`config.mk`:
```
export PLATFORM = sky130hd
export DESIGN_NAME = alu_result_writeback
export DESIGN_NICKNAME = d
export VERILOG_FILES = /design/src/rtl/alu_result_writeback.sv
export SDC_FILE = /design/constraint.sdc
export NUM_CORES = 1
export LEC_CHECK = 0
export CAP_MARGIN = 5
export CELL_PAD_IN_SITES_DETAIL_PLACEMENT = 1
export CELL_PAD_IN_SITES_GLOBAL_PLACEMENT = 2
export CORE_AREA = 2 2 91 93
export CTS_CLUSTER_DIAMETER = 200
export DETAILED_ROUTE_END_ITERATION = 10
export DIE_AREA = 0 0 93 95
export PLACE_DENSITY_LB_ADDON = 0.3
export SYNTH_ARGS = -nofsm -noshare
export SYNTH_HDL_FRONTEND = slang
export SYNTH_SLANG_ARGS = --single-unit
```
`constraint.sdc`:
```
create_clock -name clk -period 1.8 [get_ports clk]
set_clock_uncertainty 0.05 [all_clocks]
set_input_delay 0.54 -clock clk [delete_from_list [all_inputs] [get_ports clk]]
set_output_delay 0.54 -clock clk [all_outputs]
set_load 0.02 [all_outputs]
```
`src/rtl/alu_result_writeback.sv`:
```
// ALU write-back: updates the active-low operand registers and writes the result to the register-board bus one byte at a time.
// Latency: the operand registers update on the accept edge, and bus_req rises on the cycle after accept.
// Backpressure: res_ready is low while a byte is pending. Each byte waits for bus_ack, up to WB_TIMEOUT cycles.
module alu_result_writeback #(
    parameter int WB_TIMEOUT = 15
) (
    input  logic        clk,
    input  logic        rst,
    input  logic        res_valid,
    output logic        res_ready,
    input  logic [15:0] res_data,
    input  logic [1:0]  res_mode,
    input  logic        res_push_op,
    output logic [7:0]  notOP,
    output logic [7:0]  notOPold,
    output logic        bus_req,
    output logic [7:0]  bus_data,
    output logic        bus_hi,
    input  logic        bus_ack,
    output logic        wb_error,
    input  logic        err_clr,
    output logic        busy
);

    typedef enum logic [1:0] {IDLE, WR_LO, WR_HI} state_t;

    localparam logic [7:0] TO_LAST = 8'(WB_TIMEOUT - 1);

    state_t      state, state_nxt;
    logic [15:0] cap_data;
    logic [1:0]  cap_mode;
    logic [7:0]  tcnt, tcnt_nxt;
    logic        err_set;
    logic        accept;

    assign res_ready = (state == IDLE);
    assign busy      = !res_ready;
    assign accept    = res_valid && res_ready;

    always_comb begin
        state_nxt = state;
        tcnt_nxt  = tcnt;
        err_set   = 1'b0;
        bus_req   = 1'b0;
        bus_data  = 8'h00;
        bus_hi    = 1'b0;
        case (state)
            IDLE: begin
                tcnt_nxt = 8'd0;
                if (accept) begin
                    case (res_mode)
                        2'b00:   state_nxt = IDLE;
                        2'b10:   state_nxt = WR_HI;
                        default: state_nxt = WR_LO;
                    endcase
                end
            end
            WR_LO, WR_HI: begin
                bus_req  = 1'b1;
                bus_hi   = (state == WR_HI);
                bus_data = (state == WR_HI) ? cap_data[15:8] : cap_data[7:0];
                // An ack on the final permitted cycle takes priority over the timeout.
                if (bus_ack) begin
                    tcnt_nxt  = 8'd0;
                    state_nxt = (state == WR_LO && cap_mode == 2'b11) ? WR_HI : IDLE;
                end else if (tcnt == TO_LAST) begin
                    tcnt_nxt  = 8'd0;
                    err_set   = 1'b1;
                    state_nxt = IDLE;
                end else begin
                    tcnt_nxt = tcnt + 8'd1;
                end
            end
            default: state_nxt = IDLE;
        endcase
    end

    always_ff @(posedge clk) begin
        if (rst) begin
            state    <= IDLE;
            tcnt     <= 8'd0;
            cap_data <= 16'h0000;
            cap_mode <= 2'b00;
            notOP    <= 8'hFF;
            notOPold <= 8'hFF;
            wb_error <= 1'b0;
        end else begin
            state <= state_nxt;
            tcnt  <= tcnt_nxt;
            if (accept) begin
                cap_data <= res_data;
                cap_mode <= res_mode;
                if (res_push_op) begin
                    notOPold <= notOP;
                    notOP    <= ~res_data[7:0];
                end
            end
            if (err_set)
                wb_error <= 1'b1;
            else if (err_clr)
                wb_error <= 1'b0;
        end
    end

endmodule

```
met1.png
Cells faint in the background.
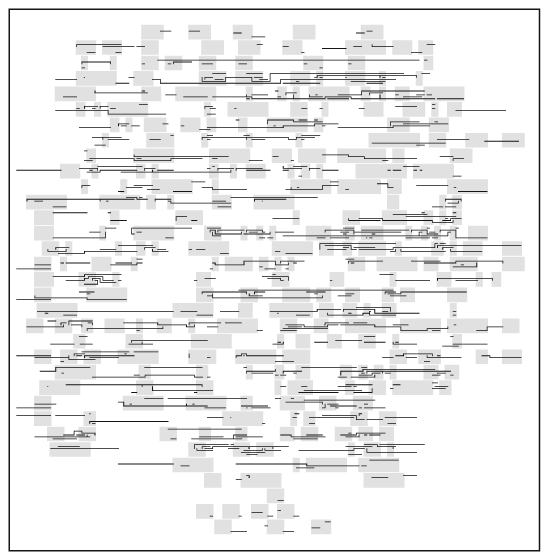
main direction	horizontal
longest straight run	46.0 um
share of all routed wire	44%

final_congestion.png
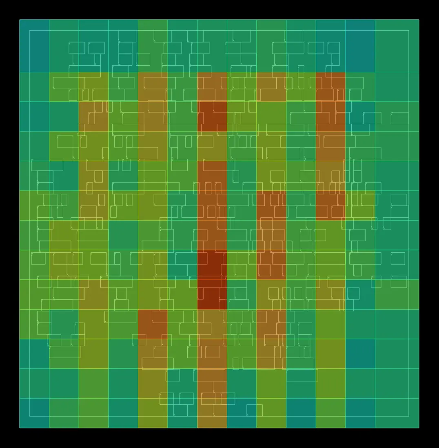
met3 usage: 0.02953
Avg WL per Cell: 13.35 um
gr busiest metal: met2
final core utilization: 0.3684
met2 Use GR: 0.2240

met2.png
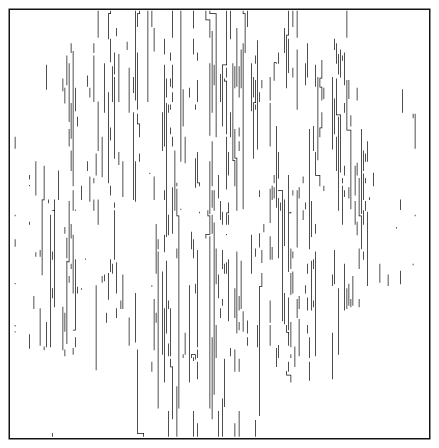
share of all routed wire	51%
nets with wire on the layer	286

drive_strength.png
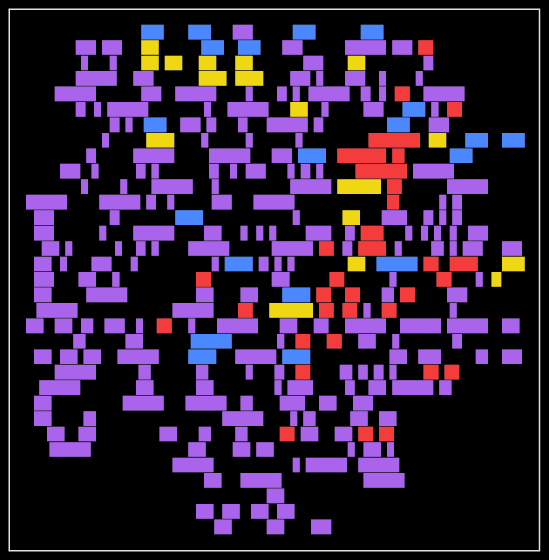
size	color	cells	share
drive 1 or less	purple	223	76%
drive 6 and up	blue	20	6.8%
drive 2	yellow	17	5.8%
drive 3 to 4	red	33	11%

density.png
Bar = 20 um. 9 x 10 tiles, from dark blue (low) to red (high), 0 to 100% covered.
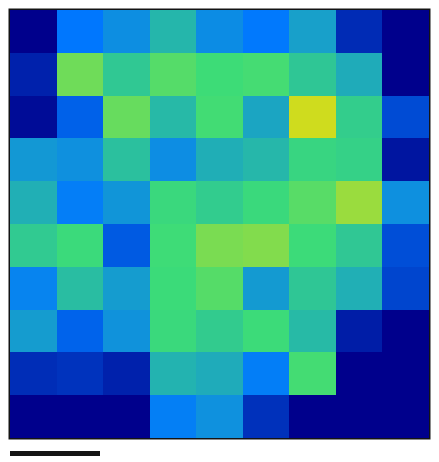
fullest tile	69%
emptiest ninth of the die	bottom right
nearly empty tiles	13%
mean over tiles	32%
densest ninth of the die	middle

==> results.cfg <==
; yosys + openroad results
[yosys]
yosysTopAreaCellShare = 0.4740
fp_nets = 247
synthesis.instances = 217
netlist_logic_family_top = simple AND/OR/NAND/NOR gates
synth_seq_share = 0.4740
synthTopCellsByCount = dfxtp_1 (45), nand2_1 (41), a21oi_1 (22)
ys_sh_simple = 0.2298
yosys.area.top_type = dfxtp_1
area_leaders = dfxtp_1 (47%), nand2_1 (8.1%), a211o_1 (7.4%), a21oi_1 (5.8%), mux2i_1 (4.2%)
ys_ff = 45
ys_area_sq_um = 1901
ys_cells = 217
edf_count = 0
ff_type = dfxtp_1
netlist_area_sq_um = 1901
synth_top_cell_by_count = dfxtp_1
synth_warnings = 0

[power]
power_switching_mw = 0.6282
vdd_drop_max_mv = 0.3216
pwr-share-clk = 0.280
switching_share = 0.2773
power_leader = sequential cells
powerDensity_nw_per_um2 = 775.8
p_int_mw = 1.637
pg_comb_mw = 0.528
clock_net_power_mw = 0.635

[cts]
clkSlewWorstSetupHoldPaths_ps = 80
cts_tree = done
post_cts_buffers = 4
cts_hold_buf = 0
cts_sinks = 45
cts_root_buf = clkbuf_8
cts_max_path_buffers = 2

[drt]
wl_met1_um = 2333
ant_nets = 0
drt_pre_antenna_iters = 4
initialDrtViolationCount = 58
vias_per_cell = 4.457
met2WireLength_um = 2691

[finish]
layout.cells.non_filler = 398
areaGrowthSynthToFinish_pct = 53.65
seq_cells = 45
inverters = 4
largest-register = cap_data
largest_register_ffs = 16
n_all_buffers = 81
clkbuf_count = 7
clkCellAreaFrac = 0.02956
nets = 323
seq_share = 0.3106
comb_share = 0.3483
flop_area_sq_um = 907.1
fillers = 923
postLayoutCellArea_sq_um = 2920
bufAreaShareNonClock = 0.2596
drive_above_1_share = 0.2389

[floorplanning]
taps = 105
dieArea_sq_um = 8835
rows = 33
core-area_sq_um = 7928
floorplanUtilization = 0.2397

[global_route]
grtUsageTotal = 0.1284
antenna_found_initial = 0
use_met1 = 0.1557
grt_pass1_wl_um = 8859
grt_pass1_vias = 1821

[sta]
hold_viol_final = 0
rsz0062_at_grt = true
tns_ps = -1467
setup_violations = 11
setup_ws_ps = -184.0
slew_headroom = 0.8314

[min_path]
hp-start = cap_data[13]$_SDFFE_PP0N_
hp-class = flip-flop to flip-flop
hold_depth = 2

[place]
hpwl_um = 3943
gp_congestion = 0.7426
dp_cells = 387
place_area_sq_um = 2754
portBuffers = 52

[run]
maxCapViolCount = 0

[worst_setup_path]
cp_cell_sequence = inv_4 -> ha_4 -> buf_6 -> mux2i_2 -> nor2b_2 -> buf_6
rrSetupSlack_ps = -80
worstRegToRegCells = 7
crit_family = flip-flops
path_common_cell = buf_6
critPathLaunchType = flip-flop
cpPeakStageDelay_ps = 340
cp_num_buf_inv = 3
endpoint = bus_data[1]
cp-end-kind = primary output
worstSetupPathDepth = 6
cp_slowest_cell = dfxtp_2
crit_type = flip-flop to primary output
timing.rr.end = state[1]$_SDFFE_PP0P_
cp-startpoint = state[0]$_SDFFE_PP0P_
critPathMaxFanout = 5

[outcome]
status = finished, violations left
violations = setup timing
metrics by stage:
stage                 util  power (mW)
floorplan                -       1.382
global route        0.3684       2.408
global placement    0.3474       1.647
CTS                 0.3619       2.292
finish              0.3684       2.266
detailed placement  0.3474       1.653
placed cells by master (no fill, tap or decap), drive strengths merged, types with 3 or more instances in the layout:
| master | n |
|---|---|
| nor2 | 19 |
| inv | 4 |
| nand4b | 3 |
| dlygate4sd2 | 17 |
| ha | 6 |
| clkbuf | 7 |
| a21oi | 22 |
| xor2 | 6 |
| a211o | 16 |
| mux2i | 8 |
| nand3 | 4 |
| and3 | 9 |
| nand2 | 41 |
| nor2b | 11 |
| buf | 40 |
| dfxtp | 45 |
| clkdlybuf4s50 | 23 |
Power and IR drop assume default switching activity.
